<file path="src/rtl/button_arbiter_pkg.sv">
// button_arbiter_pkg: shared FSM state type and parameter defaults for the button arbiter
package button_arbiter_pkg;
  localparam int NUM_BTN_DEF        = 7;
  localparam int CODE_W_DEF         = 3;
  localparam int TIMEOUT_CYCLES_DEF = 10000;
  typedef enum logic [2:0] {
    ST_IDLE,
    ST_CLEAR,
    ST_ARMED,
    ST_PRESENT,
    ST_RELEASE
  } state_t;
endpackage

</file>
<file path="src/rtl/button_arbiter_onehot_encoder.sv">
// onehot_encoder: maps a button vector to {lowest set index, exactly-one, none}
module onehot_encoder
  import button_arbiter_pkg::*;
#(
  parameter int NUM_BTN = NUM_BTN_DEF,
  parameter int CODE_W  = CODE_W_DEF
) (
  input  logic [NUM_BTN-1:0] i_btn,
  output logic [CODE_W-1:0]  o_index,
  output logic               o_single,
  output logic               o_none
);
  // scan from the top so the lowest set bit wins; only meaningful when o_single
  always_comb begin
    o_index = '0;
    for (int i = NUM_BTN - 1; i >= 0; i--)
      if (i_btn[i]) o_index = CODE_W'(i);
  end
  assign o_none   = ~|i_btn;
  assign o_single = !o_none && ((i_btn & (i_btn - NUM_BTN'(1))) == '0);
endmodule

</file>
<file path="src/rtl/button_arbiter.sv">
// button_arbiter: captures exactly one debounced button press per arm request
module button_arbiter
  import button_arbiter_pkg::*;
#(
  parameter int NUM_BTN        = NUM_BTN_DEF,
  parameter int CODE_W         = CODE_W_DEF,
  parameter int TIMEOUT_CYCLES = TIMEOUT_CYCLES_DEF
) (
  input  logic               clk_2k,
  input  logic               rst_n,
  input  logic               arm,
  input  logic [NUM_BTN-1:0] btn_db,
  output logic               evt_valid,
  output logic [CODE_W-1:0]  evt_code,
  input  logic               evt_ready,
  output logic               timeout,
  output logic               multi_err,
  output logic               busy
);
  localparam int              CNT_W    = TIMEOUT_CYCLES > 1 ? $clog2(TIMEOUT_CYCLES) : 1;
  localparam logic [CNT_W-1:0] CNT_LAST = CNT_W'(TIMEOUT_CYCLES - 1);
  state_t              r_state, w_nxt_state;
  logic [CNT_W-1:0]    r_cnt, w_nxt_cnt;
  logic [CODE_W-1:0]   r_code, w_nxt_code, w_idx;
  logic                r_timeout, w_nxt_timeout;
  logic                r_multi, w_nxt_multi;
  logic                w_single, w_none;
  onehot_encoder #(
    .NUM_BTN(NUM_BTN),
    .CODE_W (CODE_W)
  ) u_enc (
    .i_btn   (btn_db),
    .o_index (w_idx),
    .o_single(w_single),
    .o_none  (w_none)
  );
  // state, counter, latched code and the two pulse flags
  always_ff @(posedge clk_2k or negedge rst_n) begin
    if (!rst_n) begin
      r_state   <= ST_IDLE;
      r_cnt     <= '0;
      r_code    <= '0;
      r_timeout <= 1'b0;
      r_multi   <= 1'b0;
    end else begin
      r_state   <= w_nxt_state;
      r_cnt     <= w_nxt_cnt;
      r_code    <= w_nxt_code;
      r_timeout <= w_nxt_timeout;
      r_multi   <= w_nxt_multi;
    end
  end
  // next state; in ARMED abort beats press, press beats multi and timeout
  always_comb begin
    w_nxt_state   = r_state;
    w_nxt_cnt     = r_cnt;
    w_nxt_code    = r_code;
    w_nxt_timeout = 1'b0;
    w_nxt_multi   = 1'b0;
    case (r_state)
      ST_IDLE:    if (arm) w_nxt_state = ST_CLEAR;
      ST_CLEAR: begin
        w_nxt_cnt = '0;
        if (w_none) w_nxt_state = ST_ARMED;
      end
      ST_ARMED:
        if (!arm) w_nxt_state = ST_IDLE;
        else if (w_single) begin
          w_nxt_code  = w_idx;
          w_nxt_state = ST_PRESENT;
        end else if (!w_none) begin
          w_nxt_multi = 1'b1;
          w_nxt_state = ST_RELEASE;
        end else if (r_cnt == CNT_LAST) begin
          w_nxt_timeout = 1'b1;
          w_nxt_state   = ST_IDLE;
        end else w_nxt_cnt = r_cnt + CNT_W'(1);
      ST_PRESENT: if (evt_ready) w_nxt_state = ST_RELEASE;
      ST_RELEASE: if (w_none) w_nxt_state = ST_IDLE;
      default:    w_nxt_state = ST_IDLE;
    endcase
  end
  assign evt_valid = r_state == ST_PRESENT;
  assign busy      = r_state != ST_IDLE;
  assign evt_code  = r_code;
  assign timeout   = r_timeout;
  assign multi_err = r_multi;
endmodule

</file>
<file path="config.mk">
export PLATFORM = sky130hd
export DESIGN_NAME = button_arbiter
export DESIGN_NICKNAME = d
export VERILOG_FILES = /design/src/rtl/button_arbiter_pkg.sv /design/src/rtl/button_arbiter_onehot_encoder.sv /design/src/rtl/button_arbiter.sv
export SDC_FILE = /design/constraint.sdc
export NUM_CORES = 1
export LEC_CHECK = 0
export CAP_MARGIN = 20
export CELL_PAD_IN_SITES_DETAIL_PLACEMENT = 1
export CELL_PAD_IN_SITES_GLOBAL_PLACEMENT = 2
export CORE_MARGIN = 5
export CORE_UTILIZATION = 36
export CTS_CLUSTER_DIAMETER = 120
export DETAILED_ROUTE_END_ITERATION = 10
export HOLD_SLACK_MARGIN = 0.12
export PLACE_DENSITY_LB_ADDON = 0.1
export SYNTH_ARGS = -nofsm -noshare
export SYNTH_HDL_FRONTEND = slang
export SYNTH_SLANG_ARGS = --single-unit
</file>
<file path="constraint.sdc">
create_clock -name clk_2k -period 5.9 [get_ports clk_2k]
set_input_delay 0.59 -clock clk_2k [delete_from_list [all_inputs] [get_ports clk_2k]]
set_output_delay 0.59 -clock clk_2k [all_outputs]
set_load 0.05 [all_outputs]
</file>
**Run 1: pin placement**

Pins as bars across the die edge, other pins in gray.
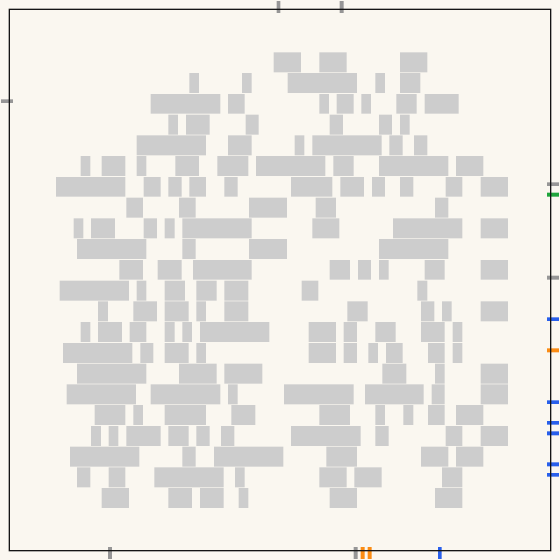
orange -> evt_code  # pins 3, direction output, edge 2 bottom, 1 right
green -> arm  # pins 1, direction input, edge right
blue -> btn_db  # pins 7, direction input, edge 6 right, 1 bottom
all pins by edge = 10 right, 5 bottom, 2 top, 1 left

**Run 1: M3 wires**

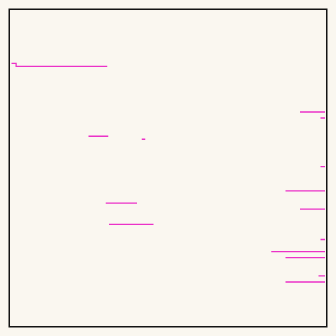
nets with wire on the layer = 13
main direction = horizontal
wire length on this layer = 93.6 um
routed via count: 1120
final WL: 3140 um
met3 usage: 2.84%

**Run 1: cell area per tile**

7 x 7 tiles, from white (low) to dark blue (high), 0 to 100% covered.
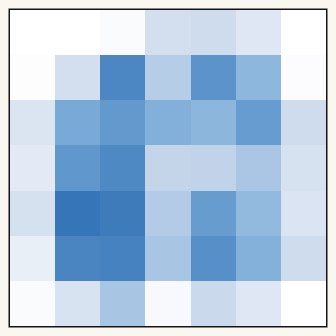
nearly empty tiles = 12%
mean over tiles = 31%
fullest tile = 72%
emptiest ninth of the die = upper left
Core Region: 0.00363 mm^2
Starting Density: 36.6%
Final Util: 44.5%

==> impl_metrics.toml, run 1 <==
# yosys + openroad results
[outcome]
status = "finished, final reports clean"

[synthesis]
ys_types = 42
ys_dominant_reg_cell = "dfrtp_1"
netlist_area_mm2 = 0.00133
synthArstFlopShare_pct = 100
yosys.cell_count.top_type = "dfrtp_1"

[timing]
finalWorstPathRequiredPeriod_ns = 2.72

[grt]
gr-usage-met1_pct = 15.9
grt_pass1_vias = 1180
grt_busiest_layer = "met2"
grt_pass1_wl_um = 5390

[placement]
place_inst = 203

[final_layout]
layout.nets = 173
final_cells = 208
largest_register_ffs = 14

[pwr]
power_top_consumer = "sequential cells"
powerDensity_mw_per_mm2 = 283
p_leak_nw = 0.631
pg_seq_mw = 0.180
irDropWorstVdd_v = 0.000157

[critical_path]
cp_slowest_cell = "clkdlybuf4s50_1"

[drt]
ant_nets = 0

[floorplanning]
die-area_mm2 = 0.00501

[clocking]
cts_root_buf = "clkbuf_8"
run 1: cell type report:
type | instances | area, um^2
clock buffers | 4 | 55.1
repair buffers | 19 | 193
multi-input cells | 110 | 738
inverters | 5 | 18.8
flip-flops and latches | 22 | 551
fillers | 436 | 2020
well taps | 48 | 60.1
run 1: logic make-up after synthesis:
| family | count (synthesis) | synth area share, % |
|---|---|---|
| simple gates | 72 | 32.3 |
| mux | 3 | 2.54 |
| fa+ha+maj | 2 | 1.69 |
| buf+inv | 10 | 3.48 |
| flops | 22 | 41.4 |
| xor+xnor | 12 | 7.90 |
| compound gates | 21 | 10.7 |
run 1: worst reg2reg max path, stage by stage (launching register included):
cell	delay (ns)
dfrtp_1	0.42
or4_1	0.58
nor4_4	0.73
nor2_1	0.19
mux2_2	0.30
**Run 1: cell placement**

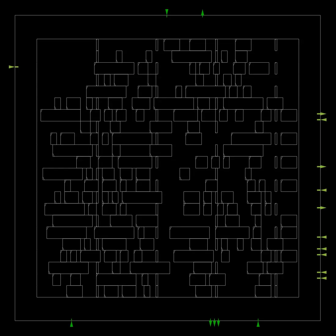

==> run 2, diff against run 1 <==
Settings changed: CORE_UTILIZATION 36 to 33.
Clock period 5.9 ns to 2.6 ns, I/O delays scaled along.
**Run 2: cell placement**

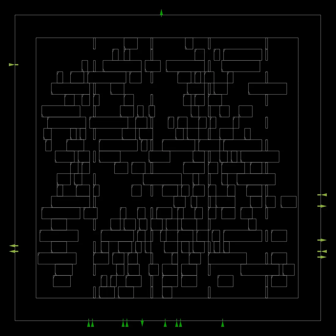
flop share of the area: 33.4%
number of cell rows: 23
filler instances: 455
fin cells: 216
Core Region: 0.00394 mm^2

**Run 2: cell area per tile**

7 x 7 tiles, from white (low) to dark blue (high), 0 to 100% covered.
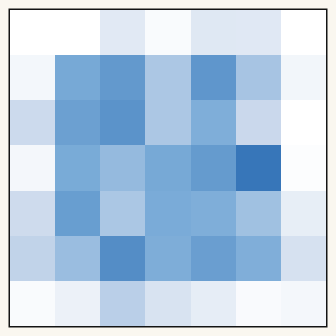
mean over tiles = 29%
fullest tile = 72%
emptiest ninth of the die = upper right
nearly empty tiles = 10%
densest ninth of the die = center

==> impl_metrics.toml, run 2 <==
# yosys + openroad results
[drt]
via_per_inst = 5.18
wl_um = 3340
vias = 1119
ant_nets = 0

[pwr]
p_leak_nw = 0.658
power_top_consumer = "sequential cells"
irDropWorstVdd_v = 0.000300
powerDensity_mw_per_mm2 = 629

[synthesis]
ys_dominant_reg_cell = "dfrtp_1"
synthCells = 142
netlist_area_mm2 = 0.00133
top_logic_kind = "simple AND/OR/NAND/NOR gates"
ys_sh_adder_pct = 1.69
simple_gate_share_pct = 32.3
ys_sh_aoi_pct = 10.7
synthArstFlopShare_pct = 100
synthXorXnorAreaFrac_pct = 7.90
yosys.cell_count.top_type = "dfrtp_1"

[timing]
finalWorstPathRequiredPeriod_ns = 2.21
relSlewSlack_pct = 66.0

[floorplanning]
die-area_mm2 = 0.00540
fp_util_pct = 33.7
io_pins = 18

[grt]
grt_pass1_wl_um = 5720
grt_pass1_vias = 1258

[placement]
place_inst = 212

[final_layout]
utilization_pct = 41.9
largest_register_ffs = 14
flop_area_um2 = 551
layout.nets = 179
comb_area_um2 = 733

[outcome]
status = "finished, final reports clean"

[clocking]
cts.path.max_buffers = 2
cts_root_buf = "clkbuf_8"
cts_buffers = 3
**Run 2: M3 wires**

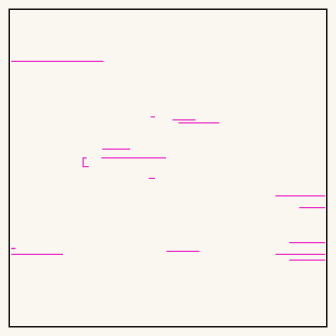
longest straight run = 21.2 um
nets with wire on the layer = 14

## run 2: critical path: stages, from the launching register on
cell and delay, ns:
dfrtp_1 0.43, inv_1 0.11, nor3b_1 0.29, clkdlybuf4s50_1 0.86
## run 2: per-layer routing
| layer | global-route usage [%] | wire, um |
|---|---|---|
| met5 | 0 | 0 |
| met4 | 3.02 | 34 |
| met3 | 3.28 | 126 |
| met2 | 23.2 | 1680 |
| met1 | 16.7 | 1500 |
## run 2: final cells by class
cell class | count | area share (%)
Tap cell | 50 | 3.79
Multi-Input combinational cell | 110 | 44.4
Timing Repair Buffer | 25 | 13.9
Clock buffer | 4 | 3.34
Sequential cell | 22 | 33.4
Inverter | 5 | 1.14
